File: src/rtl/axis_scaled_multiplier.sv
// rtl/axis_scaled_multiplier.sv - joined two-stream signed multiplier with round, shift and saturate
module axis_scaled_multiplier #(
    parameter int S00Size  = 16,
    parameter int S01Size  = 16,
    parameter int MSize    = 16,
    parameter int SHIFT    = 15,
    parameter int ROUND    = 1,
    parameter int SATURATE = 1,
    parameter int PIPE     = 2
) (
    input  logic               aclk,
    input  logic               areset,
    input  logic [S00Size-1:0] s00_axis_tdata,
    input  logic               s00_axis_tvalid,
    output logic               s00_axis_tready,
    input  logic [S01Size-1:0] s01_axis_tdata,
    input  logic               s01_axis_tvalid,
    output logic               s01_axis_tready,
    output logic [MSize-1:0]   m_axis_tdata,
    output logic               m_axis_tvalid,
    input  logic               m_axis_tready,
    input  logic               sat_clear,
    output logic [15:0]        sat_count
);
    localparam int PW  = S00Size + S01Size;
    localparam int RW  = PW + 1;
    localparam int RSH = (SHIFT > 0) ? SHIFT - 1 : 0;
    localparam logic signed [RW-1:0] RND  = (ROUND != 0 && SHIFT > 0) ? (RW'(1) <<< RSH) : '0;
    localparam logic signed [RW-1:0] MAXV = (RW'(1) <<< (MSize - 1)) - RW'(1);
    localparam logic signed [RW-1:0] MINV = -(RW'(1) <<< (MSize - 1));

    logic                 en;
    logic                 accept;
    logic signed [PW-1:0] a_ext;
    logic signed [PW-1:0] b_ext;
    logic signed [PW-1:0] prod_d;
    logic signed [PW-1:0] prod_q [PIPE];
    logic [PIPE-1:0]      vld_q;
    logic signed [RW-1:0] rounded;
    logic signed [RW-1:0] shifted;
    logic                 sat_hi;
    logic                 sat_lo;
    logic [MSize-1:0]     res;
    logic [15:0]          sat_count_q;
    logic [15:0]          sat_count_d;

    // The output stage valid doubles as the stall condition for the whole pipe.
    assign m_axis_tvalid   = vld_q[PIPE-1] & ~areset;
    assign en              = ~m_axis_tvalid | m_axis_tready;
    assign accept          = en & s00_axis_tvalid & s01_axis_tvalid & ~areset;
    assign s00_axis_tready = accept;
    assign s01_axis_tready = accept;

    always_comb begin
        a_ext  = PW'($signed(s00_axis_tdata));
        b_ext  = PW'($signed(s01_axis_tdata));
        prod_d = a_ext * b_ext;
    end

    always_ff @(posedge aclk) begin
        if (areset) begin
            vld_q <= '0;
            for (int i = 0; i < PIPE; i++) begin
                prod_q[i] <= '0;
            end
        end else if (en) begin
            vld_q[0]  <= accept;
            prod_q[0] <= prod_d;
            for (int i = 1; i < PIPE; i++) begin
                vld_q[i]  <= vld_q[i-1];
                prod_q[i] <= prod_q[i-1];
            end
        end
    end

    // Scaling works on the held last stage, so stalled output data cannot change.
    always_comb begin
        rounded = RW'(prod_q[PIPE-1]) + RND;
        shifted = rounded >>> SHIFT;
        sat_hi  = (SATURATE != 0) && (shifted > MAXV);
        sat_lo  = (SATURATE != 0) && (shifted < MINV);
        if (sat_hi) begin
            res = MAXV[MSize-1:0];
        end else if (sat_lo) begin
            res = MINV[MSize-1:0];
        end else begin
            res = shifted[MSize-1:0];
        end
    end

    assign m_axis_tdata = areset ? '0 : res;

    always_comb begin
        sat_count_d = sat_count_q;
        if (sat_clear) begin
            sat_count_d = '0;
        end else if (m_axis_tvalid && m_axis_tready && (sat_hi || sat_lo) && sat_count_q != 16'hFFFF) begin
            sat_count_d = sat_count_q + 16'd1;
        end
    end

    always_ff @(posedge aclk) begin
        if (areset) begin
            sat_count_q <= '0;
        end else begin
            sat_count_q <= sat_count_d;
        end
    end

    assign sat_count = areset ? 16'd0 : sat_count_q;
endmodule

File: config.mk
export PLATFORM = sky130hd
export DESIGN_NAME = axis_scaled_multiplier
export DESIGN_NICKNAME = d
export VERILOG_FILES = /design/src/rtl/axis_scaled_multiplier.sv
export SDC_FILE = /design/constraint.sdc
export NUM_CORES = 1
export LEC_CHECK = 0
export CAP_MARGIN = 20
export CORE_MARGIN = 8
export CORE_UTILIZATION = 50
export DETAILED_ROUTE_END_ITERATION = 8
export HOLD_SLACK_MARGIN = 0.06
export PLACE_DENSITY = 0.77
export SKIP_LAST_GASP = 1
export SLEW_MARGIN = 20
export SYNTH_ARGS = -nofsm -noshare
export SYNTH_HDL_FRONTEND = slang
export SYNTH_SLANG_ARGS = --single-unit
File: constraint.sdc
create_clock -name aclk -period 6 [get_ports aclk]
set_input_delay 0.6 -clock aclk [delete_from_list [all_inputs] [get_ports aclk]]
set_output_delay 0.6 -clock aclk [all_outputs]
set_load 0.1 [all_outputs]
Figure 1. The metal 2 layer (run 1).
Cells faint in the background.
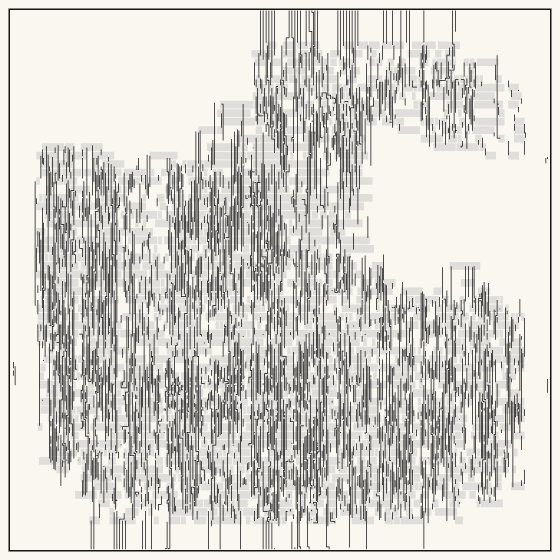
main direction	vertical
nets with wire on the layer	1768

Figure 2. Cells colored by class (run 1).
Fill, decap, tap and diode cells in gray.
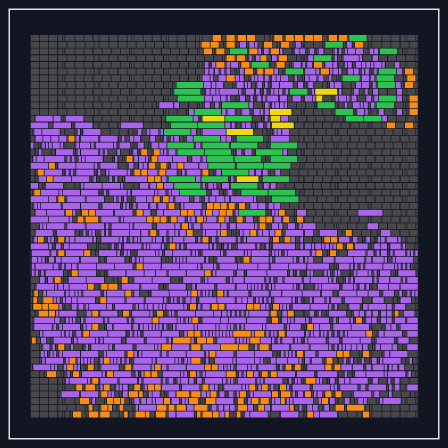
class	color	cells	share of their area
clock drivers and dummy loads	yellow	8	1.2%
combinational and other logic	purple	1247	74%
other buffers and delay cells	orange	265	15%
flops	green	54	9.6%

==> reports/highlights.md, run 1 <==
### Setup path
- cells along the critical path: buf_8 > buf_6 > and2_4 > fa_1 > inv_2 > fa_1 > fa_1 > inv_2 > fa_1 > fa_1 > inv_2 > fa_1 > inv_2 > ha_4 > a21o_1 > a21o_1 > a21o_1 > or3_4 > o211ai_1 > buf_4 > o21bai_1 > xnor2_1 > nor2_1
- Critical Path Start Type: input pin
- timing startpoint of the critical path: s01_axis_tdata[4]
- Worst path depth: 23
- arrival time at the worst endpoint: 6.02 ns
- r2r endpoint: sat_count_q[14]$_SDFFE_PP0P_
- slowest library cell on the worst path: sky130_fd_sc_hd__fa_1
- Register-to-Register Setup Slack: 3.13 ns
- Max stage delay on crit path: 0.58 ns
- Top cell by count, worst path: sky130_fd_sc_hd__fa_1
- Top Family by Delay on Critical Path: adder cells
- WP data required: 6.02 ns
- Reg-to-Reg Start: prod_q[0][47]$_SDFFCE_PN0P_
- Worst setup endpoint: prod_q[0][23]$_SDFFCE_PN0P_
- R2R depth: 9

### Timing
- headroom to the max-slew limit: 33.7%
- Setup violations, final: 0
- final critical delay including setup and external delays: 5.99 ns
- Hold Slack: 0.459 ns
- Final period util: 99.9%

### Die
- number of I/O pins: 73
- die outline width: 173 µm
- number of standard-cell rows in the floorplan: 57
- floorplan-stage core utilization: 50.8%
- vertical die dimension: 173 µm

### Synthesis
- top cells by instance count after synthesis: 322 x sky130_fd_sc_hd__inv_1, 261 x sky130_fd_sc_hd__fa_1, 145 x sky130_fd_sc_hd__nand2_1
- area share of the largest cell type after synthesis: 42.3%
- yosys-reported design area after synthesis: 12300 µm²
- largest cells by area after synthesis: sky130_fd_sc_hd__fa_1 42%, sky130_fd_sc_hd__inv_1 9.8%, sky130_fd_sc_hd__edfxtp_1 8.8%
- area leader, netlist: sky130_fd_sc_hd__fa_1
- cell count listed in synth_stat.txt: 1345
- async set-or-reset flop fraction in the synthesized netlist: 0%
- Seq/Total Area, Yosys: 11.7%
- total of flip-flops plus latches after synthesis: 54
- Post-Synthesis Cell Area: 12300 µm²
- number of enable-type register cells in the synthesized netlist: 36
- cells after synthesis: 1345
- Synth cell types: 46
- Syn Nets: 1725
- cell with the most instances after synthesis: sky130_fd_sc_hd__inv_1
- Synth Area in Adders: 50.5%

### Drt
- Via Count: 9769
- Routed Wire Length: 30400 µm
- number of DRC violations after detailed routing: 0
- 1st-pass router iterations: 5
- average wire per cell in the routed design: 16.0 µm
- vias per cell: 5.15

### Clocking
- TritonCTS clock tree: yes
- clock-pin slew reported for the worst setup and hold paths after clock tree synthesis: 0.07 ns
- number of clock sinks seen by CTS: 54
- Clk Tree Root Cell: sky130_fd_sc_hd__clkbuf_16
- Max clock buf depth: 2
- insertion delay to the later sink of the worst-skew pair: 0.29 ns

### Global routing
- overflow left after global routing: 0
- number of global-route vias before repair: 11000
- largest net degree at the start of global routing: 39
- global router's overall resource usage: 20.6%

### Run status
- status: completed

### Finish
- signed area change from the synthesized netlist to the final layout: 25.1%
- ratio of cells with drive above 1 in the final layout: 21.9%
- # nets final: 1953
- tally of non-filler cells in the final layout: 1898

### Worst hold path
- worst min-delay path class: reg -> reg

### Placement
- IO Port Bufs: 72

### Run
- total number of warnings across the stage logs: 28

Figure 3. Signal wires on met3 (run 1).
Scale bar: 50 µm.
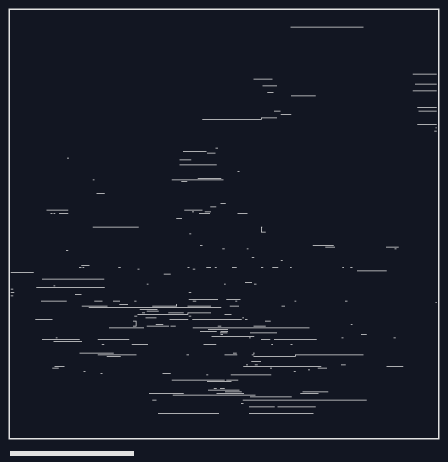
main direction	horizontal
longest straight run	53.4 µm
share of all routed wire	4.1%
nets with wire on the layer	122
wire length on this layer	1250 µm

==> run 1: what timing repair did <==
| item | in CTS | in global routing |
|---|---|---|
| hold buffers | 0 | 0 |
| hold endpoints to repair | 0 | 0 |
| cloned | 1 | 0 |
| pin swaps | 54 | 88 |
| buffers inserted | 30 | 7 |
| endpoints found under the setup margin | 17 | 15 |
| resized | 175 | 113 |
==> run 1: layout make-up <==
type                       count  area, µm²
tap                          324        405
sequential                    54       1440
fill                        1892       8870
clock inverter                 3       48.8
multi-input combinational    925       9970
timing repair buffer         265       2250
clock buffer                   5        125
inverter                     322       1210
==> run 1: state kept, by name, summed over array words and instances (netlist names) <==
signal	cells
prod_q	36
sat_count_q	16
vld_q	2
==> run 1: worst min-delay path by stage <==
stage / from / end / slack, ns / cells past startpoint
final: vld_q[0]$_SDFFE_PP0N_ / vld_q[0]$_SDFFE_PP0N_ / 0.46 / 1
after CTS: vld_q[0]$_SDFFE_PP0N_ / vld_q[0]$_SDFFE_PP0N_ / 0.46 / 1
after global routing: vld_q[0]$_SDFFE_PP0N_ / vld_q[0]$_SDFFE_PP0N_ / 0.49 / 1
after detailed placement: vld_q[0]$_SDFFE_PP0N_ / vld_q[0]$_SDFFE_PP0N_ / 0.45 / 1
after floorplan: vld_q[0]$_SDFFE_PP0N_ / vld_q[0]$_SDFFE_PP0N_ / 0.43 / 1
after global placement: vld_q[0]$_SDFFE_PP0N_ / vld_q[0]$_SDFFE_PP0N_ / 0.44 / 1
==> run 1: through the flow <==
| step | utilization, % | setup slack [ns] | setup TNS [ns] | area (µm²) |
|---|---|---|---|---|
| 2_1_floorplan | - | 0.0109 | 0 | 12400 |
| 3_3_place_gp | 59.6 | -0.856 | -11.70 | 14500 |
| 3_5_place_dp | 59.6 | -1.02 | -13.45 | 14500 |
| 4_1_cts | 62.1 | -0.0847 | -0.216 | 15100 |
| 5_1_grt | 63.5 | -0.247 | -1.37 | 15400 |
| 6_report | 63.5 | 0.00743 | 0 | 15400 |
==> run 1: layer usage <==
metal	wire length, µm	vias up	global-route usage, %
met1	11400	4906	23.3
met3	1250	114	2.16
li1	-	4471	-
met4	1450	0	8.80
met5	0	-	0
met2	16300	278	38.8
==> run 1: layout by cell type, fill, tap and decap left out, drive strengths merged, types with 2 or more instances in the layout <==
cell type,instances
nor2,62
nand4,11
a21oi,17
nor3,16
o22ai,2
a21o,16
o2111ai,2
nor4,3
fa,261
xor2,17
nand2b,7
mux2i,2
and2,144
clkdlybuf4s15,4
and3,7
or3,4
clkdlybuf4s50,41
ha,81
edfxtp,36
dfxtp,18
o21bai,3
clkbuf,9
nand3,20
or2,2
a2111oi,2
xnor2,33
o21ai,30
nand2,145
nor2b,17
o211ai,5
o21a,4
buf,215
a211oi,5
inv,323
Figure 4. Nets reached from selected ports (run 1).
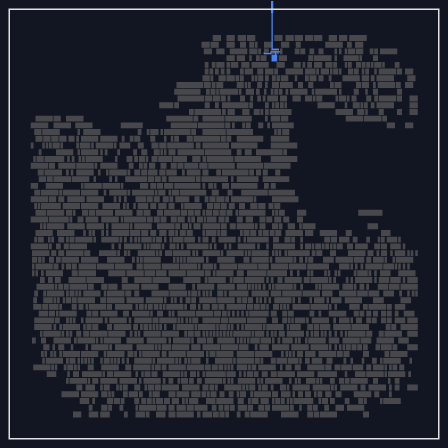

--- run 2 (diff from run 1) ---
Settings changed: ABC_AREA set to 1.
Figure 5. Nets reached from selected ports (run 2).
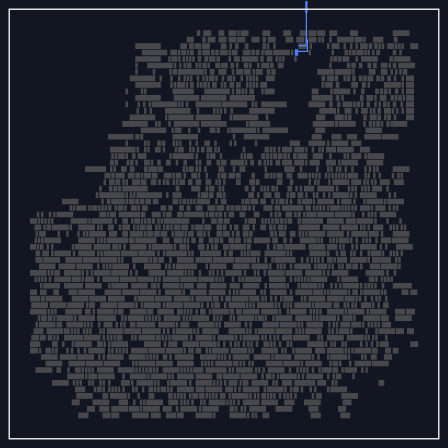
port	color	bits	direction	end cells	buffers	wire
m_axis_tvalid	blue	1	output	1	1	26.9 µm

Figure 6. The metal 2 layer (run 2).
Cells faint in the background.
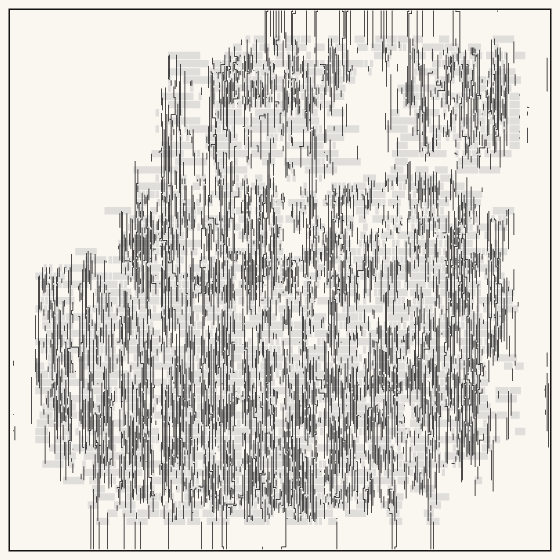
nets with wire on the layer	2014
longest straight run	39.8 µm
main direction	vertical
share of all routed wire	52%

==> reports/highlights.md, run 2 <==
### Clocking
- setup fix buffers added after clock tree synthesis: 6
- Resized Gates After CTS: 45
- H-tree level count: 2
- Clk Tree Root Cell: sky130_fd_sc_hd__clkbuf_16
- Max clock buf depth: 2
- number of clock sinks seen by CTS: 54
- total of hold buffers inserted after clock tree synthesis: 0
- clock-pin slew reported for the worst setup and hold paths after clock tree synthesis: 0.08 ns
- TritonCTS clock tree: yes
- insertion delay to the later sink of the worst-skew pair: 0.30 ns

### Drt
- vias per cell: 5.09
- number of DRC violations after detailed routing: 0
- Via Count: 11600
- 1st-pass router iterations: 5
- sum of routed wire segments on met1: 13600 µm
- met3 wire len: 1880 µm
- average wire per cell in the routed design: 15.0 µm
- highest routed layer: met4
- Routed Wire Length: 34200 µm

### Finish
- number of flip-flops under the largest register name: 36
- largest registers: prod_q (36), sat_count_q (16), vld_q (2)
- leading cell type in the layout, fill and taps excluded: sky130_fd_sc_hd__inv_1
- ratio of cells with drive above 1 in the final layout: 15.9%
- signed area change from the synthesized netlist to the final layout: 23.4%
- register with the most flip-flops: prod_q
- most frequent cells in the layout: 508 x sky130_fd_sc_hd__inv_1, 377 x sky130_fd_sc_hd__nand2_1, 252 x sky130_fd_sc_hd__fa_1
- utilization after layout: 62.0%
- area of all placed cells without fillers: 16500 µm²

### Die
- number of standard-cell rows in the floorplan: 60
- die outline width: 180 µm
- floorplan-stage core utilization: 50.3%
- vertical die dimension: 180 µm
- number of I/O pins: 73

### Setup path
- Critical Path Start Type: input pin
- Worst setup endpoint: prod_q[0][26]$_SDFFCE_PN0P_
- timing startpoint of the critical path: s00_axis_tdata[15]
- arrival time at the worst endpoint: 6.11 ns
- R2R depth: 14
- Reg-to-Reg Start: prod_q[0][46]$_SDFFCE_PN0P_
- r2r endpoint: sat_count_q[15]$_SDFFE_PP0P_
- WP data required: 6.07 ns

### Timing
- Setup violations, final: 1
- Final WS setup: -0.0484 ns
- Final period util: 101%
- headroom to the max-slew limit: 32.9%
- Final Max Tran Viols: 0
- Post-Route Skew: 0.0151 ns

### Global routing
- number of global-route vias before repair: 12500
- met1 Usage GRT: 25.7%
- wire length of the first global-routing pass: 57500 µm
- largest net degree at the start of global routing: 39
- global router's overall resource usage: 21.1%
- global routing met2 resource utilization: 38.4%
- overflow left after global routing: 0
- most congested layer reported by global routing: met2
- Global Route met3 Usage: 2.48%

### Placement
- instance area after placement: 15500 µm²
- IO Port Bufs: 72

### Synthesis
- area share of the largest cell type after synthesis: 39.0%
- Synth cell types: 41
- cell count listed in synth_stat.txt: 1764
- Post-Synthesis Cell Area: 13400 µm²
- area leader, netlist: sky130_fd_sc_hd__fa_1
- async set-or-reset flop fraction in the synthesized netlist: 0%
- cell with the most instances after synthesis: sky130_fd_sc_hd__inv_1
- total of flip-flops plus latches after synthesis: 54
- cells after synthesis: 1764
- top cells by instance count after synthesis: 521 x sky130_fd_sc_hd__inv_1, 395 x sky130_fd_sc_hd__nand2_1, 261 x sky130_fd_sc_hd__fa_1
- yosys-reported design area after synthesis: 13400 µm²
- Seq/Total Area, Yosys: 10.8%
- number of enable-type register cells in the synthesized netlist: 36
- Syn Nets: 2144

### Run status
- violated checks: negative setup slack
- status: complete, but fails checks

### Run
- total number of warnings across the stage logs: 28

### Worst hold path
- worst min-delay path class: reg -> reg

==> run 2: worst min-delay path by stage <==
stage,slack (ns),from,endpoint,depth (start not counted)
floorplan,0.45,vld_q[0]$_SDFFE_PP0N_,vld_q[1]$_SDFFE_PP0N_,2
global placement,0.47,vld_q[0]$_SDFFE_PP0N_,vld_q[0]$_SDFFE_PP0N_,2
detailed placement,0.47,vld_q[0]$_SDFFE_PP0N_,vld_q[0]$_SDFFE_PP0N_,2
CTS,0.49,vld_q[0]$_SDFFE_PP0N_,vld_q[0]$_SDFFE_PP0N_,2
global route,0.49,sat_count_q[10]$_SDFFE_PP0P_,sat_count_q[10]$_SDFFE_PP0P_,2
finish,0.49,vld_q[0]$_SDFFE_PP0N_,vld_q[0]$_SDFFE_PP0N_,2
==> run 2: logic make-up (layout without fill, tap and decap cells) <==
group | count (synthesis) | after routing | share of synthesized area, %
compound gates | 125 | 125 | 5.14
fa+ha+maj | 342 | 342 | 46.6
xor+xnor | 30 | 30 | 1.96
buf+inv | 588 | 764 | 16.7
simple gates | 625 | 625 | 18.9
flops | 54 | 54 | 10.8
==> run 2: worst max-delay path, cell delays in order <==
cell,delay (ns)
sky130_fd_sc_hd__dlygate4sd2_1,0.26
sky130_fd_sc_hd__buf_12,0.15
sky130_fd_sc_hd__nand2_2,0.08
sky130_fd_sc_hd__inv_2,0.05
sky130_fd_sc_hd__fa_1,0.60
sky130_fd_sc_hd__buf_4,0.14
sky130_fd_sc_hd__fa_2,0.45
sky130_fd_sc_hd__buf_12,0.16
sky130_fd_sc_hd__fa_1,0.57
sky130_fd_sc_hd__fa_2,0.47
sky130_fd_sc_hd__fa_1,0.54
sky130_fd_sc_hd__inv_1,0.06
sky130_fd_sc_hd__fa_1,0.54
sky130_fd_sc_hd__inv_1,0.07
sky130_fd_sc_hd__ha_4,0.30
sky130_fd_sc_hd__nand2_4,0.07
sky130_fd_sc_hd__nor2_4,0.12
sky130_fd_sc_hd__inv_2,0.07
sky130_fd_sc_hd__nor2_1,0.09
sky130_fd_sc_hd__inv_1,0.08
sky130_fd_sc_hd__nor3_2,0.11
sky130_fd_sc_hd__nand2_1,0.09
sky130_fd_sc_hd__o211ai_1,0.19
sky130_fd_sc_hd__nand2_1,0.13
sky130_fd_sc_hd__nand2_1,0.08
sky130_fd_sc_hd__nor2_1,0.04
==> run 2: layout make-up <==
type	instances	area [µm²]
clock buffers	5	125
repair buffers	234	2280
multi-input cells	1122	10300
well taps	341	427
inverters	522	1960
flip-flops and latches	54	1440
fillers	2177	10100
clock inverters	3	28.8
==> run 2: through the flow <==
step                      std cells  worst slack (ns)   TNS, ns  hold WS [ns]
final                          2281           -0.0484   -0.0484         0.486
after CTS                      2261          -0.00342  -0.00342         0.485
after global placement         2247            -0.506     -6.86         0.468
after global routing           2281            -0.184     -1.01         0.494
after detailed placement       2247            -0.618     -8.33         0.474
after floorplan                1764            0.0343         0         0.451
Figure 7. Placed standard cells (run 2).
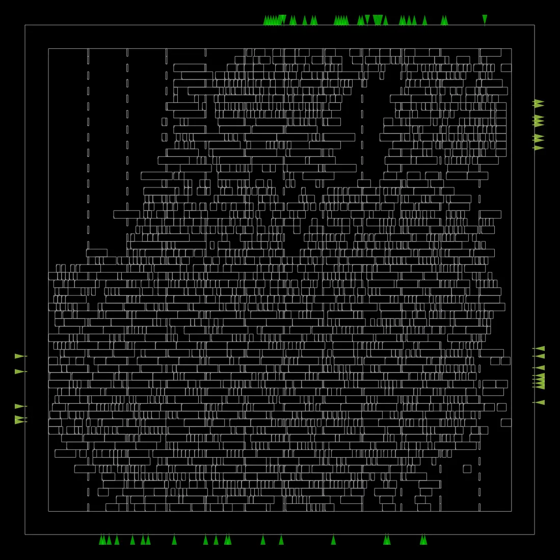

--- run 3 (diff from run 2) ---
Settings changed: CORE_UTILIZATION 50 to 25, PLACE_DENSITY 0.77 to 0.47, SETUP_SLACK_MARGIN set to 0.15.
Figure 8. Placed standard cells (run 3).
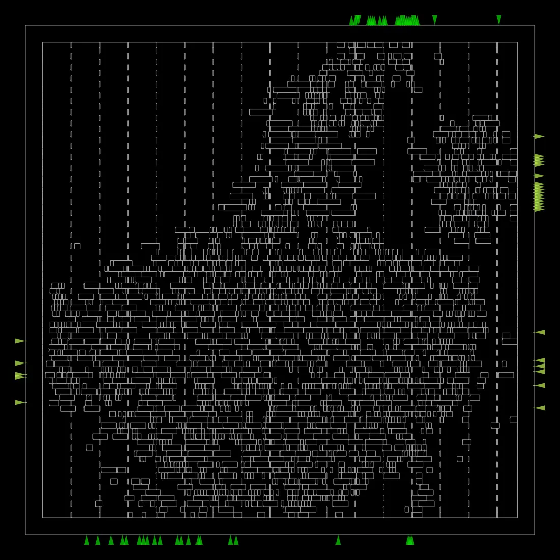
sequential fraction of total cell area: 8.06%
tap cell count: 696

==> reports/highlights.md, run 3 <==
### Run
- total number of warnings across the stage logs: 28

### Drt
- Routed Wire Length: 37800 µm
- number of DRC violations after detailed routing: 0
- Via Count: 11300
- vias per cell: 4.22
- 1st-pass router iterations: 5

### Global routing
- wire length of the first global-routing pass: 62000 µm
- number of global-route vias before repair: 12200

### Finish
- number of flip-flops under the largest register name: 36
- leading cell type in the layout, fill and taps excluded: sky130_fd_sc_hd__inv_1
- count of fill cells added during filler insertion: 5647

### Timing
- Final WS setup: 0.266 ns
- final critical delay including setup and external delays: 5.73 ns
- Final Max Tran Viols: 0
- Final period util: 95.6%
- Setup violations, final: 0

### Synthesis
- yosys-reported design area after synthesis: 13400 µm²
- area share of the largest cell type after synthesis: 39.0%
- Synth cell types: 41
- cells after synthesis: 1764
- Syn Nets: 2144
- largest cells by area after synthesis: sky130_fd_sc_hd__fa_1 39%, sky130_fd_sc_hd__inv_1 15%, sky130_fd_sc_hd__nand2_1 11%
- area leader, netlist: sky130_fd_sc_hd__fa_1
- Synth Area in Adders: 46.6%
- number of enable-type register cells in the synthesized netlist: 36
- aoi share: 5.14%
- async set-or-reset flop fraction in the synthesized netlist: 0%
- Post-Synthesis Cell Area: 13400 µm²
- Seq/Total Area, Yosys: 10.8%
- total of flip-flops plus latches after synthesis: 54

### Setup path
- Reg-to-Reg Start: sat_count_q[0]$_SDFFE_PP0P_
- WP data required: 6.06 ns
- arrival time at the worst endpoint: 5.79 ns
- Critical Path Start Type: input pin
- Register-to-Register Setup Slack: 3.82 ns
- slowest library cell on the worst path: sky130_fd_sc_hd__fa_1

### Run status
- status: completed

### Die
- floorplan-stage core utilization: 25.1%
- die outline width: 248 µm
- number of standard-cell rows in the floorplan: 85

### Worst hold path
- Worst Hold Depth: 2
- HP Start: vld_q[0]$_SDFFE_PP0N_
- worst min-delay path class: reg -> reg
- Worst Hold End: vld_q[0]$_SDFFE_PP0N_

### Clocking
- number of clock sinks seen by CTS: 54
- clock-pin slew reported for the worst setup and hold paths after clock tree synthesis: 0.08 ns
- TritonCTS clock tree: yes

### Placement
- total placed cells including tap cells: 2616
- IO Port Bufs: 72

Figure 9. Nets reached from selected ports (run 3).
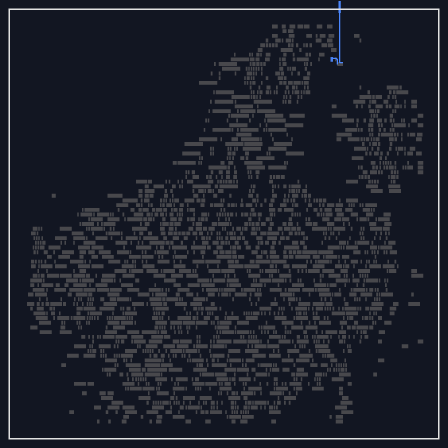
port	color	bits	direction	end cells	buffers	wire
m_axis_tvalid	blue	1	output	1	1	38.3 µm

==> run 3: cell counts after synthesis <==
No cell type changed its count.
==> run 3: worst max-delay path by stage <==
stage	from	endpoint	slack, ns	depth (start not counted)
6_report	s01_axis_tdata[8]	prod_q[0][30]$_SDFFCE_PN0P_	0.27	26
5_1_grt	s01_axis_tdata[1]	prod_q[0][30]$_SDFFCE_PN0P_	0.10	25
4_1_cts	s01_axis_tdata[11]	prod_q[0][31]$_SDFFCE_PN0P_	0.15	22
3_5_place_dp	s00_axis_tdata[15]	prod_q[0][27]$_SDFFCE_PN0P_	-0.68	20
3_3_place_gp	s00_axis_tdata[15]	prod_q[0][28]$_SDFFCE_PN0P_	-0.58	22
2_1_floorplan	s01_axis_tdata[5]	prod_q[0][28]$_SDFFCE_PN0P_	0.17	21
==> run 3: layout make-up <==
type | count | area, µm² | area share, %
tap | 696 | 871 | 4.87
timing repair buffer | 281 | 2800 | 15.7
clock inverter | 3 | 47.5 | 0.266
sequential | 54 | 1440 | 8.06
inverter | 522 | 1960 | 11.0
clock buffer | 5 | 125 | 0.700
multi-input combinational | 1122 | 10600 | 59.5
==> run 3: worst max-delay path: cells and delay by family <==
family                   cells  cell delay (ns)
adder cells (fa/ha/maj)      7             3.25
AND/OR/NAND/NOR              5             0.40
buffers and inverters       10             1.06
AND-OR/OR-AND                4             0.48
==> run 3: through the flow <==
stage	area [µm²]	hold slack, ns
6_report	17900	0.478
5_1_grt	17900	0.520
3_3_place_gp	16100	0.463
3_5_place_dp	16100	0.470
4_1_cts	17200	0.477
2_1_floorplan	13500	0.451
==> run 3: repair_timing <==
item,CTS,global route
endpoints found under the setup margin,18,18
gates resized,189,143
cloned,2,7
buffers inserted,29,21
pin swaps,92,129
==> run 3: routing by layer <==
layer  wire [µm]  share of wire (%)  global-route usage [%]  vias to the layer above
met5           0                  0                       0                        -
met4         237               0.63                    1.01                        0
met3        1200                3.2                   0.915                       15
met2       19500                 52                    23.1                      161
met1       16900                 45                    16.0                     5644
li1            -                  -                       -                     5511
==> run 3: kinds of logic after synthesis <==
logic type	count (synthesis)
AND/OR/NAND/NOR	625
adder cells (fa/ha/maj)	342
flip-flops	54
XOR/XNOR	30
AND-OR/OR-AND	125
buffers and inverters	588
